File: config.mk
export PLATFORM = sky130hd
export DESIGN_NAME = data_memory_sized
export DESIGN_NICKNAME = d
export VERILOG_FILES = /design/src/rtl/data_memory_sized.sv
export SDC_FILE = /design/constraint.sdc
export NUM_CORES = 2
export LEC_CHECK = 0
export ABC_AREA = 1
export CAP_MARGIN = 20
export CORE_UTILIZATION = 30
export DETAILED_ROUTE_END_ITERATION = 8
export PLACE_DENSITY = 0.51
export SYNTH_ARGS = -nofsm -noshare
export SYNTH_HDL_FRONTEND = slang
export SYNTH_SLANG_ARGS = --single-unit
File: constraint.sdc
create_clock -name clk -period 90.4 [get_ports clk]
set_clock_uncertainty 0.1 [all_clocks]
set_input_delay 9.04 -clock clk [delete_from_list [all_inputs] [get_ports clk]]
set_output_delay 9.04 -clock clk [all_outputs]
set_load 0.05 [all_outputs]
File: src/rtl/data_memory_sized.sv
// ---------------------------------------------------------------------------
// data_memory_sized
//
// Byte-addressed doubleword data memory for the RV64 MEM stage. A request is
// taken over a valid/ready handshake, optionally delayed by a programmable
// number of wait states, then executed and answered with a one-cycle
// response pulse. Loads and stores of 1, 2, 4 or 8 bytes are supported, with
// byte-lane merging on stores and sign/zero extension on loads. Misaligned
// and out-of-range accesses are rejected with resp_err and never touch the
// storage array.
//
// Parameters
//   DEPTH        number of 64-bit doublewords (power of two, >= 2)
//   ADDR_W       request address width
//   WAIT_CYCLES  extra cycles between accept and execute (0..15)
//
// Ports
//   clk           rising-edge clock
//   reset         asynchronous active-high reset
//   req_valid     request present
//   req_ready     idle, a request will be accepted this cycle
//   req_wr        1 = store, 0 = load
//   req_addr      byte address
//   req_size      0 = byte, 1 = half, 2 = word, 3 = double
//   req_unsigned  zero-extend loads when 1, sign-extend when 0
//   req_wdata     right-aligned store data
//   resp_valid    one-cycle completion pulse
//   resp_rdata    extended load data (0 for stores and errors)
//   resp_err      misaligned or out-of-range access, qualified by resp_valid
//
// Build option
//   DMEM_PRELOAD_EN  when defined, reset loads doublewords 0..4 with the
//                    values 1..5; otherwise the reset image is all zero.
// ---------------------------------------------------------------------------
module data_memory_sized #(
    parameter int DEPTH       = 32,
    parameter int ADDR_W      = 64,
    parameter int WAIT_CYCLES = 1
) (
    input  logic              clk,
    input  logic              reset,
    input  logic              req_valid,
    output logic              req_ready,
    input  logic              req_wr,
    input  logic [ADDR_W-1:0] req_addr,
    input  logic [1:0]        req_size,
    input  logic              req_unsigned,
    input  logic [63:0]       req_wdata,
    output logic              resp_valid,
    output logic [63:0]       resp_rdata,
    output logic              resp_err
);

    localparam int IDX_W = $clog2(DEPTH);

    // First byte address past the end of the array.
    localparam logic [ADDR_W-1:0] LIMIT = ADDR_W'(DEPTH) << 3;

    // Counter value on which WAIT hands over to EXEC.
    localparam logic [3:0] WAIT_LAST = (WAIT_CYCLES > 0) ? 4'(WAIT_CYCLES - 1) : 4'd0;

`ifdef DMEM_PRELOAD_EN
    localparam bit PRELOAD = 1'b1;
`else
    localparam bit PRELOAD = 1'b0;
`endif

    typedef enum logic [1:0] {
        S_IDLE,
        S_WAIT,
        S_EXEC,
        S_RESP
    } state_t;

    state_t state_q, state_d;
    logic [3:0] cnt_q, cnt_d;
    logic accept;

    // Latched request; everything downstream uses these copies only.
    logic              wr_q;
    logic [ADDR_W-1:0] addr_q;
    logic [1:0]        size_q;
    logic              uns_q;
    logic [63:0]       wdata_q;

    logic [63:0] mem_q [DEPTH];
    logic [63:0] rdata_q;
    logic        err_q;

    logic [2:0]       off;
    logic [IDX_W-1:0] idx;
    logic             oor;
    logic             mis;
    logic             err;

    // -----------------------------------------------------------------------
    // Helper functions
    // -----------------------------------------------------------------------
    function automatic logic [63:0] reset_image(input int i);
        return (PRELOAD && (i < 5)) ? 64'(i + 1) : 64'd0;
    endfunction

    // Replace only the lanes off .. off+2^size-1 of the old doubleword.
    function automatic logic [63:0] merge_store(input logic [63:0] old,
                                                input logic [63:0] wd,
                                                input logic [2:0]  o,
                                                input logic [1:0]  sz);
        logic [8:0]  mask;
        logic [7:0]  be;
        logic [63:0] sh;
        logic [63:0] res;
        mask = (9'd1 << (4'd1 << sz)) - 9'd1;
        be   = mask[7:0] << o;
        sh   = wd << {o, 3'b000};
        for (int b = 0; b < 8; b++) begin
            res[8*b +: 8] = be[b] ? sh[8*b +: 8] : old[8*b +: 8];
        end
        return res;
    endfunction

    // Right-align the addressed field and extend it to 64 bits.
    function automatic logic [63:0] load_extend(input logic [63:0] word,
                                                input logic [2:0]  o,
                                                input logic [1:0]  sz,
                                                input logic        uns);
        logic [63:0] sh;
        logic [63:0] res;
        sh = word >> {o, 3'b000};
        case (sz)
            2'd0:    res = uns ? {56'd0, sh[7:0]}  : {{56{sh[7]}},  sh[7:0]};
            2'd1:    res = uns ? {48'd0, sh[15:0]} : {{48{sh[15]}}, sh[15:0]};
            2'd2:    res = uns ? {32'd0, sh[31:0]} : {{32{sh[31]}}, sh[31:0]};
            default: res = sh;
        endcase
        return res;
    endfunction

    // -----------------------------------------------------------------------
    // Address decode and error detection on the latched request
    // -----------------------------------------------------------------------
    assign off = addr_q[2:0];
    assign idx = addr_q[IDX_W+2:3];
    // Full-width compare so high addresses cannot alias onto low indices.
    assign oor = (addr_q >= LIMIT);

    always_comb begin
        mis = 1'b0;
        case (size_q)
            2'd1:    mis = addr_q[0];
            2'd2:    mis = |addr_q[1:0];
            2'd3:    mis = |addr_q[2:0];
            default: mis = 1'b0;
        endcase
    end

    assign err = oor | mis;

    // -----------------------------------------------------------------------
    // Control FSM
    // -----------------------------------------------------------------------
    always_ff @(posedge clk or posedge reset) begin
        if (reset) begin
            state_q <= S_IDLE;
            cnt_q   <= 4'd0;
        end else begin
            state_q <= state_d;
            cnt_q   <= cnt_d;
        end
    end

    always_comb begin
        state_d    = state_q;
        cnt_d      = cnt_q;
        req_ready  = 1'b0;
        resp_valid = 1'b0;
        accept     = 1'b0;
        case (state_q)
            S_IDLE: begin
                req_ready = 1'b1;
                cnt_d     = 4'd0;
                if (req_valid) begin
                    accept  = 1'b1;
                    state_d = (WAIT_CYCLES > 0) ? S_WAIT : S_EXEC;
                end
            end
            S_WAIT: begin
                if (cnt_q == WAIT_LAST) begin
                    cnt_d   = 4'd0;
                    state_d = S_EXEC;
                end else begin
                    cnt_d = cnt_q + 4'd1;
                end
            end
            S_EXEC: begin
                state_d = S_RESP;
            end
            S_RESP: begin
                resp_valid = 1'b1;
                state_d    = S_IDLE;
            end
            default: begin
                state_d = S_IDLE;
            end
        endcase
    end

    // -----------------------------------------------------------------------
    // Request capture
    // -----------------------------------------------------------------------
    always_ff @(posedge clk) begin
        if (accept) begin
            wr_q    <= req_wr;
            addr_q  <= req_addr;
            size_q  <= req_size;
            uns_q   <= req_unsigned;
            wdata_q <= req_wdata;
        end
    end

    // -----------------------------------------------------------------------
    // Storage array and response data, updated on the edge leaving EXEC.
    // Reset reloads the image, so an interrupted store never lands.
    // -----------------------------------------------------------------------
    always_ff @(posedge clk or posedge reset) begin
        if (reset) begin
            rdata_q <= 64'd0;
            err_q   <= 1'b0;
            for (int i = 0; i < DEPTH; i++) begin
                mem_q[i] <= reset_image(i);
            end
        end else if (state_q == S_EXEC) begin
            err_q <= err;
            if (err) begin
                rdata_q <= 64'd0;
            end else if (wr_q) begin
                rdata_q    <= 64'd0;
                mem_q[idx] <= merge_store(mem_q[idx], wdata_q, off, size_q);
            end else begin
                rdata_q <= load_extend(mem_q[idx], off, size_q, uns_q);
            end
        end
    end

    assign resp_rdata = rdata_q;
    assign resp_err   = err_q;

endmodule

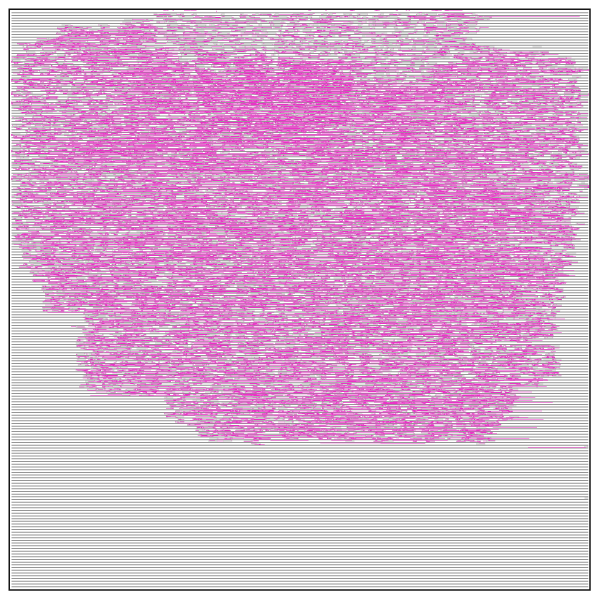
Figure 1: signal wires on met1.
(1 px per um) Supply wires on this layer in gray.
nets with wire on the layer: 10916
share of all routed wire: 46%
main direction: horizontal
wire length on this layer: 171 mm

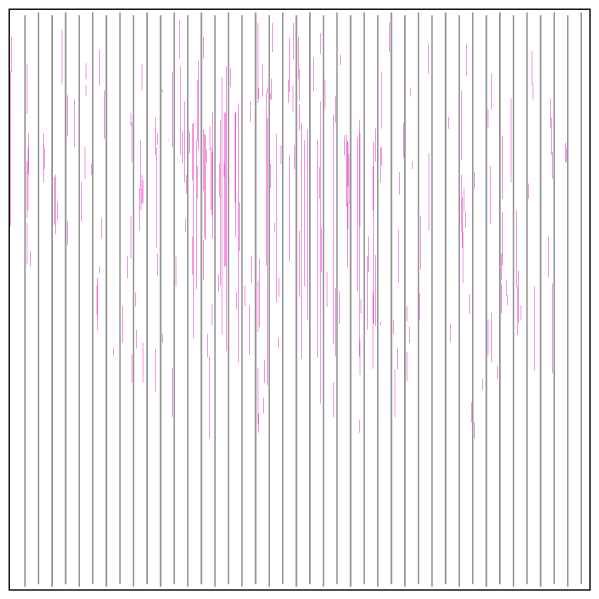
Figure 2: M4 wires.
(1 px per um) Supply wires on this layer in gray.
longest straight run: 302 um
share of all routed wire: 3.3%

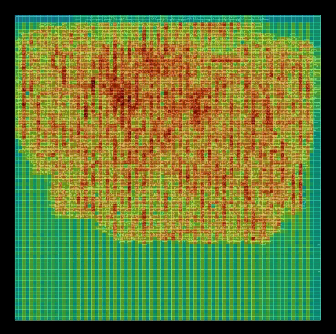
Figure 3: routing congestion map.
busiest metal layer after global routing: met2
WL per Instance: 23.2 um
fraction of met2 tracks used by global routing: 0.336
met3 GRT Util: 0.0346
core occupancy in the finished layout: 0.341

==> impl_metrics.env <==
# source this file to load flow results
export IMPL_post_synth_xor_area_fraction=0.000175
export IMPL_reg2reg_depth=16
export IMPL_synth_cellmix_simpleShare=0.226
export IMPL_initial_antenna_violation_count=8
export IMPL_critPathMostFrequentCell="sky130_fd_sc_hd__buf_4"
export IMPL_stdcell_count=16000
export IMPL_yosys_area_top_type="sky130_fd_sc_hd__dfrtp_1"
export IMPL_pre_cts_slack_ns=74.92
export IMPL_outcome="complete, no violations"
export IMPL_layout_filler_cells=34900
export IMPL_synth_warning_count=0
export IMPL_synth_edff_count=132
export IMPL_logic_family="simple AND/OR/NAND/NOR gates"
export IMPL_finalWorstPathRequiredPeriod_ns=14.25
export IMPL_syn_num_nets=11900
export IMPL_dpl_hpwl_um=209000
export IMPL_fp_util=0.302
export IMPL_max_cap_viol_count=0
export IMPL_layout_worst_path_cycle_share=0.158
export IMPL_topRoutingLayerUsed="met4"
export IMPL_core_um2=331000
export IMPL_area_growth_synth_to_final_pct=12.9
export IMPL_synth_top_cells_by_count="sky130_fd_sc_hd__nand2_1, sky130_fd_sc_hd__dfrtp_1, sky130_fd_sc_hd__o21ai_0"
export IMPL_bufAreaShareNonClock=0.0329
export IMPL_final_seq_area_um2=57000
export IMPL_postSynthAreaPerCell_um2=8.47
export IMPL_worstPathArrival_ns=15.05
export IMPL_overflow=0
export IMPL_detail_route_wirelength_um=372000
export IMPL_worstHoldPathCells=2
export IMPL_combGateArea_um2=38200
export IMPL_crit_path_cell_trace="clkdlybuf4s50_1 -> inv_8 -> buf_4 -> buf_4 -> buf_4 -> buf_4 -> buf_12 -> buf_4"
export IMPL_die_height_um=579
export IMPL_finalHoldWorstSlack_ns=0.373
export IMPL_post_route_antenna_net_violation_count=0
export IMPL_endpoint_kind="async pin"
export IMPL_viasPerCell=5.12
export IMPL_vdd_ir_drop_worst_mv=0.0157
export IMPL_drt_met1_wl_um=171000
export IMPL_drtIter0Drc=8911
export IMPL_seq_area_frac_synth=0.570
export IMPL_final_layout_size_suffix_gt1_frac=0.0642
export IMPL_post_synth_instance_area_um2=100000
export IMPL_port_buffers=201
export IMPL_flip_flop_count_of_the_largest_register_all_copies_and_words_added=2048
export IMPL_cts_hold_buffers=0
export IMPL_track_usage=0.219
export IMPL_post_layout_total_power_mw=2.35
export IMPL_fa_ha_area_frac=0.000751
export IMPL_grt_start_max_net_pins=179
export IMPL_rows=211
export IMPL_synth_top_cells_by_area="sky130_fd_sc_hd__dfrtp_1, sky130_fd_sc_hd__nand2_1, sky130_fd_sc_hd__o21ai_0"
export IMPL_layout_clock_buffers=370
export IMPL_power_leakage_nw=50.1
export IMPL_worst_ep_required_time_ns=91.21
export IMPL_h_tree_levels=4
export IMPL_synth_seq_cells=2251
export IMPL_maximum_frequency_from_static_timing_analysis_ghz=0.0702
export IMPL_cts_made_buffers=238
export IMPL_clkSlewWorstSetupHoldPaths_ns=0.06
export IMPL_critical_path_cell_count=8
export IMPL_final_max_slew_violation_count=0
export IMPL_gp_weighted_congestion=0.955
export IMPL_route_met3_wl_um=24900
export IMPL_grt_first_pass_wirelength_um=549000
export IMPL_worst_path_largest_cell_delay_ns=0.87
export IMPL_detailroute_wirelength_met2_um=164000
export IMPL_clock_sinks=2251
export IMPL_fin_nets=11600
export IMPL_cts_root_to_sink_buffers=4
export IMPL_die_area_um2=336000
export IMPL_critPathKind="input pin to async pin"
export IMPL_setup_viol=0
export IMPL_top_area_cell_class="flip-flops and latches"
export IMPL_worst_slack_ns=76.15
export IMPL_post_synthesis_cell_type_with_the_largest_instance_count="sky130_fd_sc_hd__nand2_1"
export IMPL_synth_area_yosys_um2=100000
export IMPL_netlist_instances=11800
export IMPL_slew_headroom=0.0982
export IMPL_tritoncts="yes"
export IMPL_kind_of_cell_adding_the_most_delay_to_the_critical_path="buffers and inverters"
export IMPL_pre_antenna_drt_iters=6
export IMPL_buffers_excl_clock=402
export IMPL_hold_violations=0
export IMPL_post_synth_num_cell_types=52
export IMPL_synthMuxAreaShare=0.000901
export IMPL_postCtsSetupBuffers=0
export IMPL_critical_path_max_fanout=145
export IMPL_sequential_cell_total=2251
export IMPL_ff_type="sky130_fd_sc_hd__dfrtp_1"
export IMPL_placed_cells=15600
export IMPL_tool_warnings=55
export IMPL_grt_met1_usage=0.317
export IMPL_fin_area_um2=113000
export IMPL_sh_seq_area=0.505
export IMPL_yosysTopAreaCellShare=0.530
export IMPL_layout_top_cell_excl_fill_tap="sky130_fd_sc_hd__nand2_1"
export IMPL_floorplan_tapcells=4366
export IMPL_class_of_the_tightest_hold_or_removal_check="flop to flop"
export IMPL_top_cells_excl_fill_tap="sky130_fd_sc_hd__nand2_1, sky130_fd_sc_hd__dfrtp_1, sky130_fd_sc_hd__o21ai_0"
export IMPL_crit_path_start_kind="input pin"
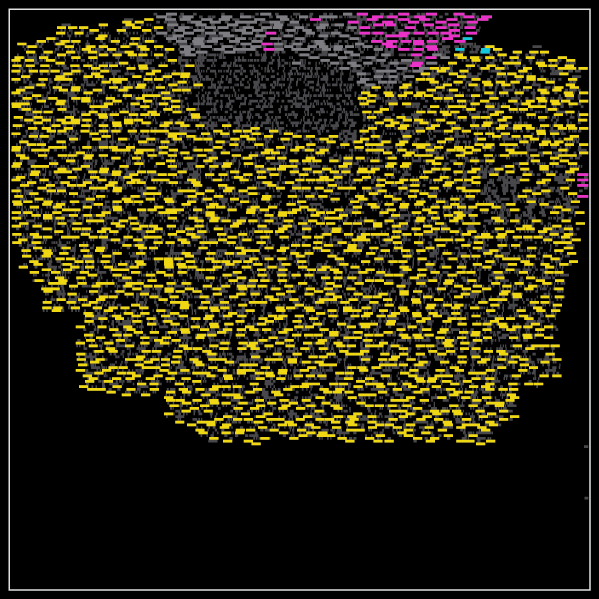
Figure 4: sequential cells colored by netlist name.
(1 px per um)
legend:
  cyan:
    netlist_name: `cnt_q`
    sequential_cells: 4
    where: top right
  yellow:
    netlist_name: `mem_q`
    sequential_cells: 2048
  magenta:
    netlist_name: `addr_q`
    sequential_cells: 64
not colored: 135

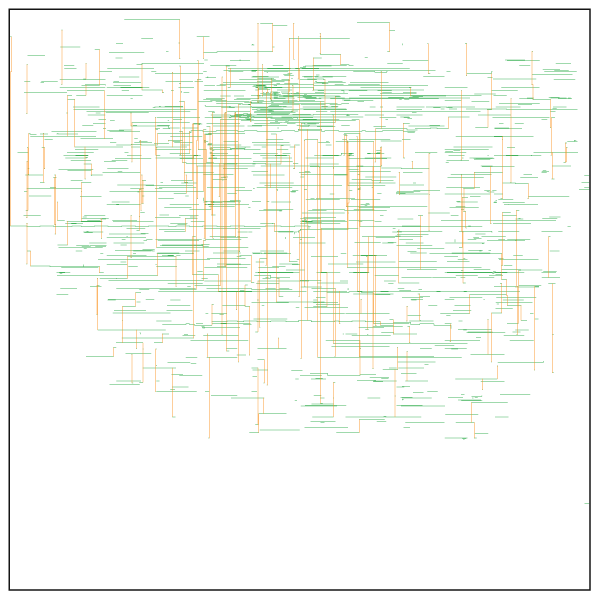
Figure 5: routed metal, one color a layer.
(1 px per um) Only two layers are drawn.
legend:
  green:
    layer: M3
    wire_length: 24.9 mm
  orange:
    layer: M4
    wire_length: 12100 um

==> worst paths after layout <==
kind	slack (ns)	startpoint	endpoint
worst min register to register	0.37	mem_q[1351]$_DFFE_PP0P_	mem_q[1351]$_DFFE_PP0P_
worst max register to register	83.88	addr_q[3]$_DFFE_PP_	mem_q[1572]$_DFFE_PP0P_
worst min-delay path	0.37	mem_q[1351]$_DFFE_PP0P_	mem_q[1351]$_DFFE_PP0P_
min in group asynchronous	8.63	reset	mem_q[1995]$_DFFE_PP0P_
worst max-delay path	76.15	reset	mem_q[1841]$_DFFE_PP0P_
max in group clk	78.71	state_q[0]$_DFFE_PP0P_	req_ready
==> power breakdown <==
part	total [mW]	internal [mW]	switching, mW
clock	1.00	0.579	0.423
sequential	1.04	1.03	0.00972
combinational	0.304	0.0469	0.257
Power figures rest on the tool's default switching activity, not on a simulated workload.
